[config.mk]
export PLATFORM = sky130hd
export DESIGN_NAME = u109_pci_target
export DESIGN_NICKNAME = d
export VERILOG_FILES = /design/src/rtl/u109_pci_pkg.sv /design/src/rtl/u109_pci_target_decode.sv /design/src/rtl/u109_pci_target.sv
export SDC_FILE = /design/constraint.sdc
export NUM_CORES = 1
export LEC_CHECK = 0
export ABC_AREA = 1
export CORE_ASPECT_RATIO = 0.5
export CORE_MARGIN = 2
export CORE_UTILIZATION = 48
export CTS_CLUSTER_SIZE = 8
export DETAILED_ROUTE_END_ITERATION = 10
export GPL_ROUTABILITY_DRIVEN = 0
export HOLD_SLACK_MARGIN = 0.12
export PLACE_DENSITY = 0.85
export REMOVE_ABC_BUFFERS = 1
export SYNTH_ARGS = -nofsm -noshare
export SYNTH_HDL_FRONTEND = slang
export SYNTH_SLANG_ARGS = --single-unit
[constraint.sdc]
create_clock -name CLK33 -period 4.3 [get_ports CLK33]
set_input_delay 0.645 -clock CLK33 [delete_from_list [all_inputs] [get_ports CLK33]]
set_output_delay 0.645 -clock CLK33 [all_outputs]
set_load 0.005 [all_outputs]
[src/rtl/u109_pci_pkg.sv]
// Shared definitions for the U109 PCI target: command codes, sequencer states
// and the upper bound on the bus-grant wait.
package u109_pci_pkg;

    localparam logic [3:0] CMD_MEM_READ      = 4'b0110;
    localparam logic [3:0] CMD_MEM_WRITE     = 4'b0111;
    localparam logic [3:0] CMD_MEM_READ_MULT = 4'b1100;
    localparam logic [3:0] CMD_MEM_READ_LINE = 4'b1110;
    localparam logic [3:0] CMD_MEM_WRITE_INV = 4'b1111;

    // Beyond 13 clocks of grant wait, TRDY#/STOP# would miss the 16-clock limit.
    localparam int GRANT_LIMIT_MAX = 13;

    typedef enum logic [3:0] {
        ST_IDLE,
        ST_DECODE,
        ST_CLAIM,
        ST_WAIT_GRANT,
        ST_LOCAL,
        ST_DATA,
        ST_RETRY,
        ST_BACKOFF,
        ST_TURN
    } target_state_e;

endpackage

[src/rtl/u109_pci_target_decode.sv]
// Combinational memory-window hit and direction decode for a PCI address phase.
module u109_pci_target_decode
    import u109_pci_pkg::*;
#(
    parameter logic [31:0] WINDOW_BASE = 32'h0800_0000,
    parameter int          WINDOW_BITS = 27
) (
    input  logic [31:0] addr_i,
    input  logic [3:0]  cmd_i,
    output logic        hit_o,
    output logic        is_read_o
);

    logic cmd_read;
    logic cmd_write;
    logic addr_match;

    always_comb begin
        cmd_read   = (cmd_i == CMD_MEM_READ) || (cmd_i == CMD_MEM_READ_MULT) ||
                     (cmd_i == CMD_MEM_READ_LINE);
        cmd_write  = (cmd_i == CMD_MEM_WRITE) || (cmd_i == CMD_MEM_WRITE_INV);
        addr_match = (addr_i[31:WINDOW_BITS] == WINDOW_BASE[31:WINDOW_BITS]);
        hit_o      = addr_match && (addr_i[1:0] == 2'b00) && (cmd_read || cmd_write);
        is_read_o  = cmd_read;
    end

endmodule

[src/rtl/u109_pci_target.sv]
// PCI target for the AmigaPCI bridge: claims memory-window cycles with medium
// DEVSEL#, runs one local longword transfer on the 68040 bus, or retries.
module u109_pci_target
    import u109_pci_pkg::*;
#(
    parameter logic [31:0] WINDOW_BASE = 32'h0800_0000,
    parameter int          WINDOW_BITS = 27,
    parameter int          GRANT_LIMIT = 12
) (
    input  logic        CLK33,
    input  logic        RESETn,
    input  logic        FRAMEn,
    input  logic        IRDYn,
    input  logic [3:0]  CBEn,
    input  logic [31:0] AD_IN,
    input  logic        BGn,
    input  logic        LOCAL_ACK,
    input  logic [31:0] LOCAL_RDATA,
    output logic        DEVSELn,
    output logic        TRDYn,
    output logic        STOPn,
    output logic        TARGET_OE,
    output logic        AD_OE,
    output logic [31:0] AD_OUT,
    output logic        BRn,
    output logic        LOCAL_REQ,
    output logic        LOCAL_RnW,
    output logic [31:0] LOCAL_ADDR,
    output logic [3:0]  LOCAL_BE,
    output logic [31:0] LOCAL_WDATA
);

    localparam int LIMIT = (GRANT_LIMIT > GRANT_LIMIT_MAX) ? GRANT_LIMIT_MAX : GRANT_LIMIT;

    target_state_e state_q, state_d;
    logic          frame_prev_q, frame_prev_d;
    logic [31:0]   addr_q, addr_d;
    logic          rnw_q, rnw_d;
    logic [3:0]    be_q, be_d;
    logic [31:0]   wdata_q, wdata_d;
    logic [31:0]   rdata_q, rdata_d;
    logic [3:0]    cnt_q, cnt_d;
    logic          abort_q, abort_d;

    logic dec_hit;
    logic dec_read;
    logic abandon;
    logic go_local;

    // Decoded straight from the pads on the address clock, as the values are latched.
    u109_pci_target_decode #(
        .WINDOW_BASE (WINDOW_BASE),
        .WINDOW_BITS (WINDOW_BITS)
    ) u_decode (
        .addr_i    (AD_IN),
        .cmd_i     (CBEn),
        .hit_o     (dec_hit),
        .is_read_o (dec_read)
    );

    always_ff @(posedge CLK33 or negedge RESETn) begin
        if (!RESETn) begin
            state_q      <= ST_IDLE;
            frame_prev_q <= 1'b1;
            addr_q       <= '0;
            rnw_q        <= 1'b1;
            be_q         <= '0;
            wdata_q      <= '0;
            rdata_q      <= '0;
            cnt_q        <= '0;
            abort_q      <= 1'b0;
        end else begin
            state_q      <= state_d;
            frame_prev_q <= frame_prev_d;
            addr_q       <= addr_d;
            rnw_q        <= rnw_d;
            be_q         <= be_d;
            wdata_q      <= wdata_d;
            rdata_q      <= rdata_d;
            cnt_q        <= cnt_d;
            abort_q      <= abort_d;
        end
    end

    always_comb begin
        state_d      = state_q;
        frame_prev_d = FRAMEn;
        addr_d       = addr_q;
        rnw_d        = rnw_q;
        be_d         = be_q;
        wdata_d      = wdata_q;
        rdata_d      = rdata_q;
        cnt_d        = cnt_q;
        abort_d      = abort_q;
        abandon      = FRAMEn && IRDYn;
        // Writes need the master's data on AD before the local cycle can start.
        go_local     = !BGn && (rnw_q || !IRDYn);

        case (state_q)
            ST_IDLE: begin
                if (frame_prev_q && !FRAMEn) begin
                    addr_d = AD_IN;
                    if (dec_hit) begin
                        rnw_d   = dec_read;
                        cnt_d   = 4'd1;
                        abort_d = 1'b0;
                        state_d = ST_DECODE;
                    end
                end
            end
            ST_DECODE: begin
                cnt_d   = cnt_q + 4'd1;
                state_d = abandon ? ST_BACKOFF : ST_CLAIM;
            end
            ST_CLAIM: begin
                cnt_d   = cnt_q + 4'd1;
                state_d = abandon ? ST_BACKOFF : ST_WAIT_GRANT;
            end
            ST_WAIT_GRANT: begin
                cnt_d = cnt_q + 4'd1;
                if (abandon) begin
                    state_d = ST_BACKOFF;
                end else if (go_local) begin
                    be_d = ~CBEn;
                    if (!rnw_q) begin
                        wdata_d = AD_IN;
                    end
                    state_d = ST_LOCAL;
                end else if (cnt_q >= 4'(LIMIT)) begin
                    state_d = ST_RETRY;
                end
            end
            ST_LOCAL: begin
                if (abandon) begin
                    abort_d = 1'b1;
                end
                if (LOCAL_ACK) begin
                    if (rnw_q) begin
                        rdata_d = LOCAL_RDATA;
                    end
                    state_d = (abort_q || abandon) ? ST_BACKOFF : ST_DATA;
                end
            end
            ST_DATA: begin
                if (!IRDYn) begin
                    state_d = FRAMEn ? ST_BACKOFF : ST_RETRY;
                end
            end
            ST_RETRY: begin
                if (FRAMEn) begin
                    state_d = ST_BACKOFF;
                end
            end
            ST_BACKOFF: state_d = ST_TURN;
            ST_TURN:    state_d = ST_IDLE;
            default:    state_d = ST_IDLE;
        endcase
    end

    always_comb begin
        TARGET_OE = (state_q != ST_IDLE) && (state_q != ST_TURN);
        DEVSELn   = !((state_q == ST_CLAIM) || (state_q == ST_WAIT_GRANT) ||
                      (state_q == ST_LOCAL) || (state_q == ST_DATA) || (state_q == ST_RETRY));
        TRDYn     = (state_q != ST_DATA);
        // A burst attempt is disconnected in the same clock as its first data.
        STOPn     = !((state_q == ST_RETRY) || ((state_q == ST_DATA) && !FRAMEn));
        AD_OE     = (state_q == ST_DATA) && rnw_q;
        BRn       = !((state_q == ST_DECODE) || (state_q == ST_CLAIM) ||
                      (state_q == ST_WAIT_GRANT) || (state_q == ST_LOCAL));
        LOCAL_REQ = (state_q == ST_LOCAL);
    end

    assign AD_OUT      = rdata_q;
    assign LOCAL_RnW   = rnw_q;
    assign LOCAL_ADDR  = addr_q;
    assign LOCAL_BE    = be_q;
    assign LOCAL_WDATA = wdata_q;

endmodule

==> reports/metrics.cfg <==
[pwr]
clk-power_mw=0.800
powerComb_mw=1.49
p_seq_mw=1.58
largestPowerGroup=sequential cells
netSwitchingPower_mw=1.26
power.density_nw_per_um2=559

[global_route]
met2_usage_pct=39.3
antenna_found_initial=0
first_global_vias=3978
met1_usage_pct=26.7
busiest_layer=met2

[final_timing]
hold_viol_final=0
maxSlewHeadroom_pct=33.9
clock_skew_ns=0.00558
post-route-period-util_pct=61.1
setup_viol=0
hold_ws_ns=0.466

[layout]
largestClassByArea=registers
nFillCells=711
comb_share_pct=22.4
final_cell_mix=clkdlybuf4s50_1, nand2_1, dfrtp_1, inv_1, o21ai_2
antenna_cells=0
drive_gt1_share_pct=10.6
sequential_cell_total=111
utilization_pct=72.0
final_area_um2=6920
finalNonFillerCells=830
final_nets=766
layout_top_cell=clkdlybuf4s50_1
buf_share_pct=26.3
buffers_excl_clock=182
register_area_um2=2780
clkbuf_count=9

[cts]
htreeDepth=3
post-cts-setup-buffers=0
cts-hold-fix-buffers=0
root_buffer=clkbuf_16

[place]
dp_hpwl_mm=8.24
placed_cell_area_um2=6640

[critical_path]
critPathMaxFanout=6
slowest_stage=clkdlybuf4s50_1
cp_cell_sequence=nor2_4 -> inv_2 -> nor2_1 -> nor2_1 -> clkdlybuf4s50_1
crit_cells=5
reg2reg_slack_ns=2.14
r2r-start=state_q[0]$_DFFE_PN0P_
critPathTopFamily=simple AND/OR/NAND/NOR gates
crit_type=flip-flop to output pin
reg2reg_depth=5
cpMostUsedCell=nor2_1
crit_path_end_kind=output pin
crit_end=BRn
worstSetupStartpoint=state_q[2]$_DFFE_PN0P_

[job]
warnings=25
cap_violations=0

[synth]
fa_ha_area_share_pct=0.260
mux_share_pct=0
synth-edff-count=0
syn_area_um2=4820
area_leaders=dfrtp_1, nand2_1, o21ai_2
ys_async_sr_fraction_pct=100
aoi_share_pct=14.8
synth-simple-area-share_pct=16.7
postSynthSeqShare_pct=57.7
netlist.top_cell.by_area=dfrtp_1
top_cell_area_share_pct=56.6

[route]
drtIter0Drc=296
routed.top_layer=met4
vias=3958

[floorplan]
rows=25
fp.dieH_um=74.8
taps=135
dieArea_um2=10900
die_w_um=146
fp_util_pct=50.2

[min_path]
worstHoldPathType=input pin to async pin

[outcome]
status=finished clean

Fig. 1: clock wires, drivers and flops
The bar under the picture is 50 um long.
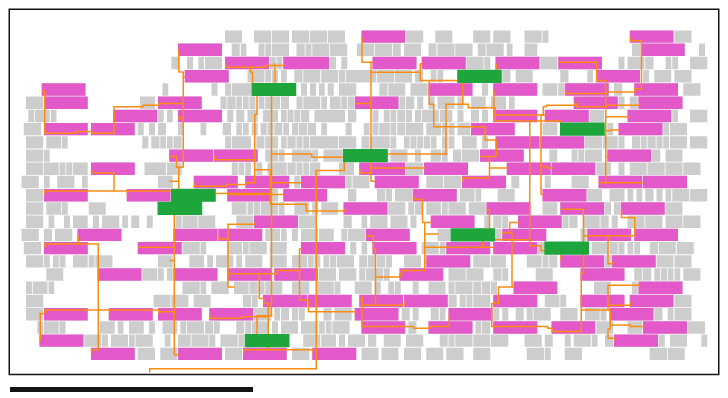
- cells driving clock nets: green (count 9)
- flip-flops: magenta (count 111)
- clock wires: orange (length 1300 um)
- flops lie: spread over the die
clock latency on the worst-skew pair: 0.35 ns
clock network power share: 20.7%

Fig. 2: met4 routing
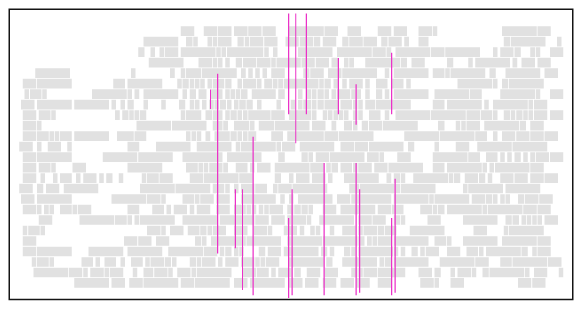
- share of all routed wire: 3.9%
- main direction: vertical
- longest straight run: 46.2 um
- wire length on this layer: 449 um

Fig. 3: pin placement
Pins as bars across the die edge, other pins in grey.
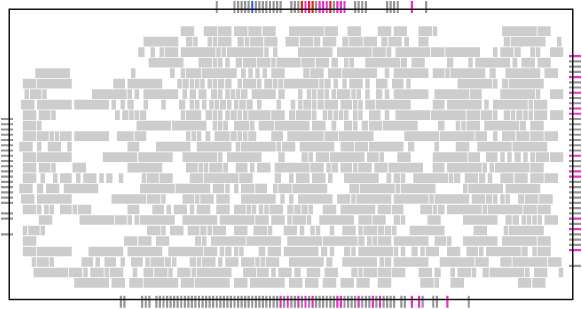
- `CBEn`: red (pins 4; direction input; edge north)
- `DEVSELn`: blue (pins 1; direction output; edge north)
- `AD_IN`: magenta (pins 32; direction input; edge 13 south, 11 east, 8 north)
- all pins by edge: 82 south, 41 north, 39 east, 20 west

Fig. 4: congestion heat map
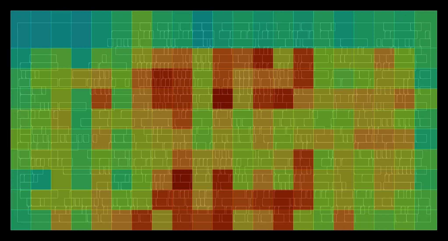
DR WL/cell: 13.9 um
met3 usage: 4.61%

Power and IR drop assume default switching activity.
